### src/rtl/lif_pkg.sv
// Shared constants and types for the time-multiplexed 2-4-2 LIF network.
package lif_pkg;

  localparam int STATE_W   = 4;
  localparam int N_NEURONS = 8;
  localparam int IDX_W     = 3;
  localparam int N_HID     = 4;
  localparam int N_OUT     = 2;

  // Neuron index map: 0-1 input, 2-5 hidden, 6-7 output.
  localparam logic [IDX_W-1:0] IDX_IN0  = 3'd0;
  localparam logic [IDX_W-1:0] IDX_IN1  = 3'd1;
  localparam logic [IDX_W-1:0] IDX_HID0 = 3'd2;
  localparam logic [IDX_W-1:0] IDX_OUT0 = 3'd6;
  localparam logic [IDX_W-1:0] IDX_LAST = 3'd7;

  typedef enum logic [1:0] {
    IDLE,
    RUN,
    DONE
  } state_e;

endpackage

### src/rtl/lif_update.sv
// Shared LIF datapath: leak, integrate, saturate, fire. Purely combinational.
module lif_update
  import lif_pkg::*;
#(
  parameter int LEAK_SHIFT = 1
) (
  input  logic [STATE_W-1:0] state,
  input  logic [STATE_W-1:0] current,
  input  logic [STATE_W-1:0] thresh,
  output logic [STATE_W-1:0] next_state,
  output logic               spike
);

  logic [STATE_W-1:0] leaked;
  logic [STATE_W:0]   sum;
  logic [STATE_W-1:0] sat;

  // NOTE: every variable driven here is assigned on every path, so no latch is inferred.
  always_comb begin
    leaked     = state >> LEAK_SHIFT;
    sum        = {1'b0, leaked} + {1'b0, current};
    sat        = sum[STATE_W] ? '1 : sum[STATE_W-1:0];
    spike      = (sat >= thresh);
    // A firing neuron resets; next_state is the value to commit.
    next_state = spike ? '0 : sat;
  end

endmodule

### src/rtl/lif_step_scheduler.sv
// Sequences one shared LIF engine over eight neurons in layer order per timestep.
module lif_step_scheduler
  import lif_pkg::*;
#(
  parameter logic [STATE_W-1:0] THRESH     = 4'd8,
  parameter int                 LEAK_SHIFT = 1
) (
  input  logic               clk,
  input  logic               rst_n,
  input  logic               step_start,
  input  logic [STATE_W-1:0] cur_a,
  input  logic [STATE_W-1:0] cur_b,
  input  logic               clear,
  output logic               busy,
  output logic               step_done,
  output logic [1:0]         out_spikes,
  output logic [3:0]         hid_spikes,
  output logic [7:0]         step_count
);

  state_e             state_q, state_d;
  logic [IDX_W-1:0]   idx_q;
  logic [STATE_W-1:0] mem_q [N_NEURONS];
  logic [N_NEURONS-1:0] spk_q;
  logic [STATE_W-1:0] cur_a_q, cur_b_q;

  logic [STATE_W-1:0] upd_current;
  logic [STATE_W-1:0] upd_next;
  logic               upd_spike;

  // Each layer's current is built from spikes already committed this step.
  always_comb begin
    upd_current = '0;
    if (idx_q == IDX_IN0)       upd_current = cur_a_q;
    else if (idx_q == IDX_IN1)  upd_current = cur_b_q;
    else if (idx_q < IDX_OUT0)  upd_current = {spk_q[0], spk_q[1], 2'b00};
    else                        upd_current = {spk_q[2], spk_q[3], spk_q[4], spk_q[5]};
  end

  lif_update #(
    .LEAK_SHIFT (LEAK_SHIFT)
  ) u_update (
    .state      (mem_q[idx_q]),
    .current    (upd_current),
    .thresh     (THRESH),
    .next_state (upd_next),
    .spike      (upd_spike)
  );

  always_comb begin
    state_d   = state_q;
    busy      = (state_q != IDLE);
    step_done = (state_q == DONE);
    unique case (state_q)
      IDLE:    if (step_start) state_d = RUN;
      RUN:     if (idx_q == IDX_LAST) state_d = DONE;
      DONE:    state_d = IDLE;
      default: state_d = IDLE;
    endcase
  end

  // NOTE: sequential state uses non-blocking assignments so every register samples pre-edge values.
  always_ff @(posedge clk) begin
    if (!rst_n) begin
      state_q    <= IDLE;
      idx_q      <= '0;
      spk_q      <= '0;
      cur_a_q    <= '0;
      cur_b_q    <= '0;
      hid_spikes <= '0;
      out_spikes <= '0;
      step_count <= '0;
      // NOTE: the membrane file is reset explicitly, since an aborted step must leave no residue.
      for (int i = 0; i < N_NEURONS; i++) mem_q[i] <= '0;
    end else begin
      state_q <= state_d;
      unique case (state_q)
        IDLE: begin
          if (clear) begin
            for (int i = 0; i < N_NEURONS; i++) mem_q[i] <= '0;
          end
          if (step_start) begin
            cur_a_q <= cur_a;
            cur_b_q <= cur_b;
            idx_q   <= '0;
            spk_q   <= '0;
          end
        end
        RUN: begin
          mem_q[idx_q] <= upd_next;
          spk_q[idx_q] <= upd_spike;
          idx_q        <= idx_q + 3'd1;
        end
        DONE: begin
          hid_spikes <= spk_q[IDX_HID0 +: N_HID];
          out_spikes <= spk_q[IDX_OUT0 +: N_OUT];
          step_count <= step_count + 8'd1;
        end
        default: ;
      endcase
    end
  end

endmodule

### config.mk
export PLATFORM = sky130hd
export DESIGN_NAME = lif_step_scheduler
export DESIGN_NICKNAME = d
export VERILOG_FILES = /design/src/rtl/lif_pkg.sv /design/src/rtl/lif_update.sv /design/src/rtl/lif_step_scheduler.sv
export SDC_FILE = /design/constraint.sdc
export NUM_CORES = 1
export LEC_CHECK = 0
export ABC_AREA = 1
export CAP_MARGIN = 0
export CORE_ASPECT_RATIO = 0.75
export CORE_MARGIN = 2
export CORE_UTILIZATION = 45
export DETAILED_ROUTE_END_ITERATION = 16
export MAX_ROUTING_LAYER = met4
export PLACE_DENSITY = 0.65
export SLEW_MARGIN = 20
export SYNTH_ARGS = -nofsm -noshare
export SYNTH_HDL_FRONTEND = slang
export SYNTH_SLANG_ARGS = --single-unit
### constraint.sdc
create_clock -name clk -period 4.6 [get_ports clk]
set_input_delay 0.69 -clock clk [delete_from_list [all_inputs] [get_ports clk]]
set_output_delay 0.69 -clock clk [all_outputs]
set_load 0.005 [all_outputs]
==> deck_impl_summary.md <==
Implementation Results

Status
  • Run status: completed

Floorplanning
  • IO Pins: 28
  • Chip area: 7355 um2
  • Core Rows: 25

Route
  • Metal-1 WL: 3.314 mm
  • Met3 wire len: a little over 300 um
  • Pre-antenna DRT Iters: 4
  • Total Wirelength: 6.375 mm
  • Initial DRC Count: 175

Placed design
  • DP Area: 3358 um2
  • RD Place Congestion: 0.8850

Logic synthesis
  • Asr flop ratio synth: 0%
  • Ys cells: 366
  • Mux cell area share after synthesis: less than 1%
  • Top cells by area, synth: dfxtp_1 25%, edfxtp_1 24%, nor2_1 10%
  • Yosys reg bits: about 62
  • Synthesized instance count: approximately 370
  • Netlist cell types: 39
  • Simple-gate share of the synthesized area: 27.85%
  • Dominant kind of combinational cell: simple AND/OR/NAND/NOR gates
  • Count leader, synth: nor2_1
  • Dominant Register Cell: dfxtp_1

Flow run
  • Max Cap Violations: 0

Critical path
  • Worst reg2reg path depth: 11
  • CP required: 4690 ps
  • R2r endpoint: mem_q[3][1]
  • Bufs and invs on worst path: 1
  • Crit Path Class: reg2reg
  • Slowest stage delay, CP: 600 ps
  • Max Fanout on Critical Path: 13

Cells and area
  • Most frequent logic cells in the routed design: 81 x nor2_1, 65 x nand2_1, 38 x dfxtp_1
  • Final Non-Filler Cells: about 490

Global route
  • M3 GR Usage: 6.128%

Final timing
  • Setup TNS: 0 ps
  • Max-slew headroom: 58.48%
  • Fin crit period: 2747 ps
  • Post-layout period usage: 59.73%
  • RSZ-0062 raised after global routing: false

Clock tree
  • Num CTS Buffers: 9

Worst hold path
  • Worst min path class: reg2reg
## report_power, final
part	internal [mW]	total, mW	leakage, nW	switching [mW]
registers	0.596	0.610	0.564	0.0140
clock network	0.362	0.581	0.124	0.218
logic	0.0674	0.184	0.737	0.117
## worst reg2reg max path: cells and delay by family (launching register included)
family | cells | cell delay, ps
AND-OR/OR-AND | 1 | 400
adder cells (fa/ha/maj) | 2 | 560
buffers and inverters | 1 | 50
flip-flops | 1 | 600
AND/OR/NAND/NOR | 7 | 880
## final cells by class
type                            count  area, um2
Multi-Input combinational cell    256       1329
Tap cell                           81      101.3
Clock buffer                        9      123.9
Sequential cell                    62       1481
Inverter                           45      168.9
Clock inverter                      7      121.4
Fill cell                         589       2778
Timing Repair Buffer               28      277.8
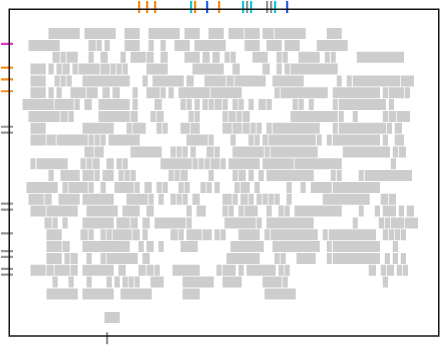
(images/io_placement.png)
Pins as bars across the die edge, other pins in gray.
| port | color | pins | direction | edge |
|---|---|---|---|---|
| out_spikes | blue | 2 | output | top |
| clk | magenta | 1 | input | left |
| step_count | orange | 8 | output | 5 top, 3 left |
| hid_spikes | cyan | 4 | output | top |
die height: 74.78 um
Port Buffer Count: 27
Die W: 98.37 um

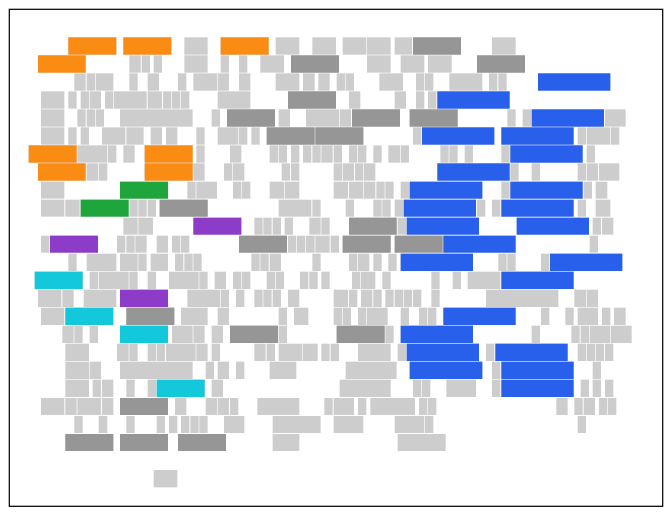
(images/flops_by_reg.png)
Other sequential cells in the stronger gray, the rest of the logic in the fainter gray.
| netlist name | color | flops |
|---|---|---|
| idx_q | purple | 3 |
| mem_q | blue | 24 |
| state_q | green | 2 |
| cur_b_q | cyan | 4 |
| step_count | orange | 8 |
Register Area: 1481 um2
sequential share of cell area: 41.11%

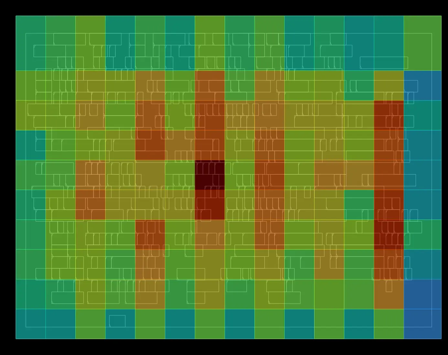
(images/congestion.png)
grt peak-use layer: met2
gr usage total: 19.39%
final core occ: 56.47%
DR WL/cell: 13.06 um

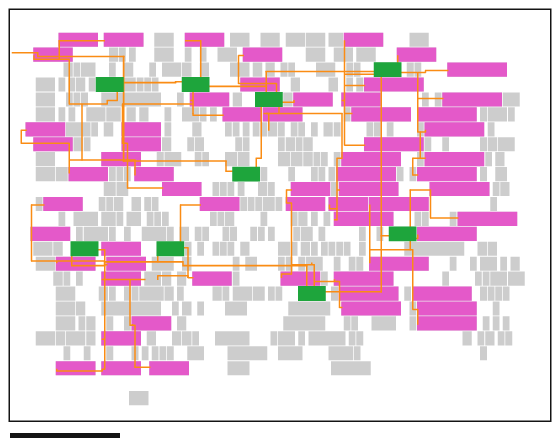
(images/clk_routes.png)
The bar under the picture is 20 um long.
[clock drivers] green | count: 9
[clock wires] orange | length: 743 um
[flip-flops] magenta | count: 62
routed clock nets: 10
flops lie: all over the die
clk pwr: 0.581 mW
Skew-Pair Late Insertion Delay: 340 ps
share of power burned in the clock network: 42.2%
Max Clock Skew: 7.605 ps

Power is estimated from default activity; no workload was simulated.
